**src/rtl/rv_alu_pkg.sv**
```systemverilog
// Shared ALU issue definitions: op codes, RV32I opcode/funct7 constants and the issue-entry payload.
package rv_alu_pkg;

    localparam int unsigned XLEN = 32;

    localparam logic [3:0] ALU_AND  = 4'b0000;
    localparam logic [3:0] ALU_OR   = 4'b0001;
    localparam logic [3:0] ALU_ADD  = 4'b0010;
    localparam logic [3:0] ALU_XOR  = 4'b0011;
    localparam logic [3:0] ALU_SUB  = 4'b0110;
    localparam logic [3:0] ALU_SLL  = 4'b1001;
    localparam logic [3:0] ALU_SLT  = 4'b1010;
    localparam logic [3:0] ALU_SLTU = 4'b1011;
    localparam logic [3:0] ALU_SRL  = 4'b1100;
    localparam logic [3:0] ALU_SRA  = 4'b1101;

    localparam logic [6:0] OPC_OP     = 7'b0110011;
    localparam logic [6:0] OPC_OP_IMM = 7'b0010011;
    localparam logic [6:0] OPC_LUI    = 7'b0110111;
    localparam logic [6:0] OPC_AUIPC  = 7'b0010111;
    localparam logic [6:0] OPC_BRANCH = 7'b1100011;

    localparam logic [6:0] F7_BASE = 7'b0000000;
    localparam logic [6:0] F7_ALT  = 7'b0100000;

    typedef struct packed {
        logic [3:0]      alu_op;
        logic [XLEN-1:0] data1;
        logic [XLEN-1:0] data2;
        logic [4:0]      rd;
        logic            reg_write;
        logic            branch;
        logic [2:0]      funct3;
        logic            illegal;
    } issue_entry_t;

    localparam int unsigned ISSUE_ENTRY_W = $bits(issue_entry_t);

    // Integer funct3 -> ALU op; alt selects SUB/SRA on the 000/101 slots.
    function automatic logic [3:0] base_alu_op(input logic [2:0] funct3, input logic alt);
        logic [3:0] op;
        case (funct3)
            3'b000:  op = alt ? ALU_SUB : ALU_ADD;
            3'b001:  op = ALU_SLL;
            3'b010:  op = ALU_SLT;
            3'b011:  op = ALU_SLTU;
            3'b100:  op = ALU_XOR;
            3'b101:  op = alt ? ALU_SRA : ALU_SRL;
            3'b110:  op = ALU_OR;
            default: op = ALU_AND;
        endcase
        return op;
    endfunction

endpackage

```
**src/rtl/alu_op_decode.sv**
```systemverilog
// Combinational RV32I decode of instruction, PC and register operands into an ALU issue entry.
module alu_op_decode
    import rv_alu_pkg::*;
(
    input  logic [XLEN-1:0] i_instr,
    input  logic [XLEN-1:0] i_pc,
    input  logic [XLEN-1:0] i_rs1_data,
    input  logic [XLEN-1:0] i_rs2_data,
    output issue_entry_t    o_entry
);

    logic [6:0]      w_opcode;
    logic [2:0]      w_funct3;
    logic [6:0]      w_funct7;
    logic [XLEN-1:0] w_i_imm;
    logic [XLEN-1:0] w_u_imm;
    logic [XLEN-1:0] w_shamt;
    logic            w_is_shift;

    assign w_opcode   = i_instr[6:0];
    assign w_funct3   = i_instr[14:12];
    assign w_funct7   = i_instr[31:25];
    assign w_i_imm    = {{20{i_instr[31]}}, i_instr[31:20]};
    assign w_u_imm    = {i_instr[31:12], 12'b0};
    assign w_shamt    = {27'b0, i_instr[24:20]};
    assign w_is_shift = (w_funct3 == 3'b001) || (w_funct3 == 3'b101);

    always_comb begin
        o_entry        = '0;
        o_entry.rd     = i_instr[11:7];
        o_entry.funct3 = w_funct3;
        case (w_opcode)
            OPC_OP: begin
                o_entry.alu_op    = base_alu_op(w_funct3, w_funct7 == F7_ALT);
                o_entry.data1     = i_rs1_data;
                o_entry.data2     = i_rs2_data;
                o_entry.reg_write = 1'b1;
                // Only ADD/SUB and SRL/SRA have a funct7 alternate; M-extension (0000001) falls here too.
                o_entry.illegal   = !((w_funct7 == F7_BASE) ||
                                      ((w_funct7 == F7_ALT) &&
                                       ((w_funct3 == 3'b000) || (w_funct3 == 3'b101))));
            end
            OPC_OP_IMM: begin
                o_entry.alu_op    = base_alu_op(w_funct3, (w_funct3 == 3'b101) && (w_funct7 == F7_ALT));
                o_entry.data1     = i_rs1_data;
                o_entry.data2     = w_is_shift ? w_shamt : w_i_imm;
                o_entry.reg_write = 1'b1;
                o_entry.illegal   = ((w_funct3 == 3'b001) && (w_funct7 != F7_BASE)) ||
                                    ((w_funct3 == 3'b101) && (w_funct7 != F7_BASE) &&
                                     (w_funct7 != F7_ALT));
            end
            OPC_LUI: begin
                o_entry.alu_op    = ALU_ADD;
                o_entry.data2     = w_u_imm;
                o_entry.reg_write = 1'b1;
            end
            OPC_AUIPC: begin
                o_entry.alu_op    = ALU_ADD;
                o_entry.data1     = i_pc;
                o_entry.data2     = w_u_imm;
                o_entry.reg_write = 1'b1;
            end
            OPC_BRANCH: begin
                o_entry.data1  = i_rs1_data;
                o_entry.data2  = i_rs2_data;
                o_entry.branch = 1'b1;
                case (w_funct3[2:1])
                    2'b00:   o_entry.alu_op = ALU_SUB;
                    2'b10:   o_entry.alu_op = ALU_SLT;
                    2'b11:   o_entry.alu_op = ALU_SLTU;
                    default: o_entry.illegal = 1'b1;
                endcase
            end
            default: o_entry.illegal = 1'b1;
        endcase
        // Illegal encodings issue as an inert bubble carrying only rd/funct3.
        if (o_entry.illegal) begin
            o_entry.alu_op    = ALU_AND;
            o_entry.data1     = '0;
            o_entry.data2     = '0;
            o_entry.reg_write = 1'b0;
            o_entry.branch    = 1'b0;
        end
    end

endmodule

```
**src/rtl/alu_issue_stage.sv**
```systemverilog
// ALU issue stage: decodes the instruction and registers it toward the ALU through a 2-entry skid buffer.
module alu_issue_stage
    import rv_alu_pkg::*;
#(
    parameter int unsigned XLEN_P = XLEN
) (
    input  logic              clk,
    input  logic              rst,
    input  logic              flush,
    input  logic              in_valid,
    output logic              in_ready,
    input  logic [XLEN_P-1:0] in_instr,
    input  logic [XLEN_P-1:0] in_pc,
    input  logic [XLEN_P-1:0] in_rs1_data,
    input  logic [XLEN_P-1:0] in_rs2_data,
    output logic              out_valid,
    input  logic              out_ready,
    output logic [3:0]        out_alu_operation,
    output logic [XLEN_P-1:0] out_data1,
    output logic [XLEN_P-1:0] out_data2,
    output logic [4:0]        out_rd,
    output logic              out_reg_write,
    output logic              out_branch,
    output logic [2:0]        out_funct3,
    output logic              out_illegal
);

    issue_entry_t w_dec;
    issue_entry_t r_main;
    issue_entry_t r_skid;
    logic         r_main_valid;
    logic         r_skid_valid;
    issue_entry_t w_main_nxt;
    issue_entry_t w_skid_nxt;
    logic         w_main_valid_nxt;
    logic         w_skid_valid_nxt;
    logic         w_accept;
    logic         w_consume;

    alu_op_decode u_decode (
        .i_instr    (in_instr),
        .i_pc       (in_pc),
        .i_rs1_data (in_rs1_data),
        .i_rs2_data (in_rs2_data),
        .o_entry    (w_dec)
    );

    assign in_ready  = !r_skid_valid && !rst && !flush;
    assign w_accept  = in_valid && in_ready;
    assign w_consume = r_main_valid && out_ready;

    // MAIN refills from SKID first so ordering is preserved; a held MAIN diverts new entries to SKID.
    always_comb begin
        w_main_nxt       = r_main;
        w_main_valid_nxt = r_main_valid;
        w_skid_nxt       = r_skid;
        w_skid_valid_nxt = r_skid_valid;
        if (!r_main_valid || w_consume) begin
            if (r_skid_valid) begin
                w_main_nxt       = r_skid;
                w_main_valid_nxt = 1'b1;
                w_skid_valid_nxt = 1'b0;
            end else if (w_accept) begin
                w_main_nxt       = w_dec;
                w_main_valid_nxt = 1'b1;
            end else begin
                w_main_valid_nxt = 1'b0;
            end
        end else if (w_accept) begin
            w_skid_nxt       = w_dec;
            w_skid_valid_nxt = 1'b1;
        end
    end

    always_ff @(posedge clk) begin
        if (rst || flush) begin
            r_main       <= '0;
            r_skid       <= '0;
            r_main_valid <= 1'b0;
            r_skid_valid <= 1'b0;
        end else begin
            r_main       <= w_main_nxt;
            r_skid       <= w_skid_nxt;
            r_main_valid <= w_main_valid_nxt;
            r_skid_valid <= w_skid_valid_nxt;
        end
    end

    assign out_valid         = r_main_valid;
    assign out_alu_operation = r_main.alu_op;
    assign out_data1         = r_main.data1;
    assign out_data2         = r_main.data2;
    assign out_rd            = r_main.rd;
    assign out_reg_write     = r_main.reg_write;
    assign out_branch        = r_main.branch;
    assign out_funct3        = r_main.funct3;
    assign out_illegal       = r_main.illegal;

endmodule

```
**config.mk**
```make
export PLATFORM = sky130hd
export DESIGN_NAME = alu_issue_stage
export DESIGN_NICKNAME = d
export VERILOG_FILES = /design/src/rtl/rv_alu_pkg.sv /design/src/rtl/alu_op_decode.sv /design/src/rtl/alu_issue_stage.sv
export SDC_FILE = /design/constraint.sdc
export NUM_CORES = 1
export LEC_CHECK = 0
export ABC_AREA = 1
export CAP_MARGIN = 30
export CORE_ASPECT_RATIO = 0.75
export CORE_MARGIN = 2
export CORE_UTILIZATION = 49
export CTS_CLUSTER_DIAMETER = 120
export CTS_CLUSTER_SIZE = 40
export DETAILED_ROUTE_END_ITERATION = 12
export HOLD_SLACK_MARGIN = 0.05
export PLACE_DENSITY_LB_ADDON = 0.12
export SETUP_SLACK_MARGIN = 0.4
export SYNTH_ARGS = -nofsm -noshare
export SYNTH_HDL_FRONTEND = slang
export SYNTH_SLANG_ARGS = --single-unit
```
**constraint.sdc**
```tcl
create_clock -name clk -period 2 [get_ports clk]
set_input_delay 0.3 -clock clk [delete_from_list [all_inputs] [get_ports clk]]
set_output_delay 0.3 -clock clk [all_outputs]
set_load 0.005 [all_outputs]
```
Fig. 1: clock wiring as the flow saved it
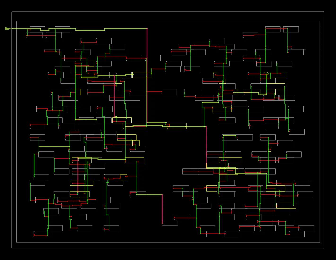
Insertion Delay late pin: 0.42 ns
Max Clock Skew: 0.0120 ns
Clock Power: 3.40 mW

Fig. 2: metal 2
(2 px per um) Cells faint in the background.
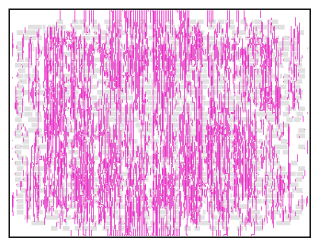
nets with wire on the layer: 1,154
wire length on this layer: 13,500 um
longest straight run: 44.0 um
share of all routed wire: 45%

Fig. 3: I/O nets highlighted
(2 px per um)
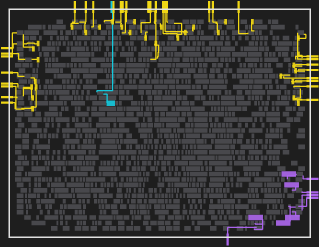
| colour | port | direction | edge | end cells | buffers | wire |
|---|---|---|---|---|---|---|
| purple | `out_rd` | output | 4 east, 1 south | 5 | 5 | 89.9 um |
| cyan | `flush` | input | north | 1 | 1 | 55.3 um |
| yellow | `in_rs1_data` | input | 16 north, 8 west, 8 east | 32 | 32 | 508 um |

==> impl_metrics.json <==
{
  "placed_cells": 1483,
  "place_hpwl_um": 16300,
  "reg2reg_depth": 6,
  "min_path_type": "in2reg",
  "fp-utilization_pct": 50.6,
  "cts.repair.resized": 41,
  "synth_cell_types": 29,
  "vias_per_cell": 5.95,
  "ys_sh_mux_pct": 0,
  "yosysTopAreaCell": "dfxtp_1",
  "synthFlopType": "dfxtp_1",
  "layout_top_cell": "nand2_1",
  "cp-endpoint": "out_data2[27]$_SDFFE_PP0P_",
  "setup_viol": 0,
  "cts_hold_buffers": 0,
  "nFillCells": 1144,
  "critPathLaunch": "flush",
  "clk_path_buf_depth": 2,
  "worstSetupPathDepth": 9,
  "layout.area.top_class": "logic gates",
  "simple_gate_area_share_pct": 24.6,
  "synthXorXnorAreaFrac_pct": 0,
  "power.density_nw_per_um2": 629,
  "yosys_warnings": 0,
  "cp_max_fo": 17,
  "placed_area_sq_um": 10500,
  "pg_seq_mw": 3.24,
  "cp_slowest_stage_delay_ns": 0.44,
  "dr_total_vias": 9226,
  "chipArea_sq_um": 17000,
  "fp.dieW_um": 150,
  "cts-root-buf": "clkbuf_16",
  "drive_above_1_share_pct": 17.9,
  "end_kind": "flop",
  "antenna_found_initial": 3,
  "start_kind": "primary input",
  "numPortBuffers": 213,
  "clock_cell_area_share_pct": 5.09,
  "whs_endpoint": "out_valid$_SDFFE_PP0P_",
  "async_reset_ff_share_pct": 0,
  "ys_cells": 1100,
  "grt_start_max_net_pins": 58,
  "hold_path_depth": 5,
  "io_pins": 214,
  "relSlewSlack_pct": 65.6,
  "flop_area_sq_um": 3230,
  "gr-usage-met1_pct": 42.8,
  "syn_area_sq_um": 7800,
  "combPwrFrac_pct": 10.9,
  "clkTransAtPathRegs_ns": 0.06,
  "synthTopCellsByCount": "219 x nand2_1, 197 x a21oi_1, 163 x o21ai_0",
  "final_cells": 1550,
  "taps": 205,
  "p_leak_nw": 4.99,
  "cp.arrival_ns": 1.95,
  "wl_met2_um": 13500,
  "synth_cells": 1100,
  "drt_wl_total_um": 29700,
  "fp-row-count": 39,
  "p_seq_share_pct": 43.5,
  "syn2layout_area_growth_pct": 52.0,
  "diodes": 2,
  "worst_pin_slew_ns": 0.516,
  "die_height_um": 113,
  "cts.sinks": 160,
  "wl_per_cell_um": 19.2,
  "pwr-share-clk_pct": 45.6,
  "drt_first_iter_violations": 1091,
  "layout.nonclk_buf_share_pct": 29.9,
  "antenna_left": 0,
  "maxPowerGroup": "clock",
  "timing.rr.start": "r_skid_valid$_SDFFE_PP0P_",
  "logic_gate_count": 803,
  "power_mw": 7.46,
  "p_int_mw": 5.73,
  "top_area_share_pct": 41.0,
  "comb_share_pct": 34.4,
  "ff_count": 160,
  "design_area_sq_um": 11900,
  "syn-num-nets": 1233,
  "route.detailed.drc": 0,
  "top_register": "r_skid",
  "outcome": "completed",
  "wirelength_met1_um": 12100,
  "clkbuf_count": 22,
  "top_cell": "nand2_1",
  "cp.required_ns": 2.34,
  "final_max_slew_viol_count": 0,
  "overflow": 0,
  "final.setup.tns_ns": 0,
  "drtPass1Iterations": 6,
  "warnings": 27,
  "grt_pass1_vias": 8023,
  "gp_congestion": 0.885,
  "layout_top_cells": "214 x nand2_1, 189 x a21oi_1, 173 x clkdlybuf4s50_1, 161 x o21ai_0, 143 x dfxtp_1",
  "fmax_ghz": 0.621,
  "coreArea_sq_um": 15400,
  "worst-setup-path-type": "in2reg",
  "cap_violations": 0,
  "cp_top_family": "buffers and inverters",
  "ys_chip_area_sq_um": 7800,
  "avgSynthCellArea_sq_um": 7.09,
  "hold_viol_final": 0,
  "period_needed_ns": 1.61,
  "place_ws_ns": -0.115,
  "cts_tree": "yes",
  "cts_buffers": 17,
  "slowest_stage": "clkdlybuf4s50_1",
  "worstPathCellList": "clkdlybuf4s50_1 > nor2_4 > buf_4 > a21oi_4 > nor2_4 > buf_4 > clkbuf_16 > o21ai_0 > a21oi_1",
  "area_leaders": "dfxtp_1 41%, a21oi_1 13%, nand2_1 11%",
  "largest_register_ffs": 79,
  "whs_ns": 0.360,
  "logic_family": "AND-OR/OR-AND gates",
  "rr_endpoint": "r_skid[69]$_SDFFE_PP0P_",
  "r2r_slack_ns": 0.53
}
No activity file was given, so power comes from the tool's default toggle rates.
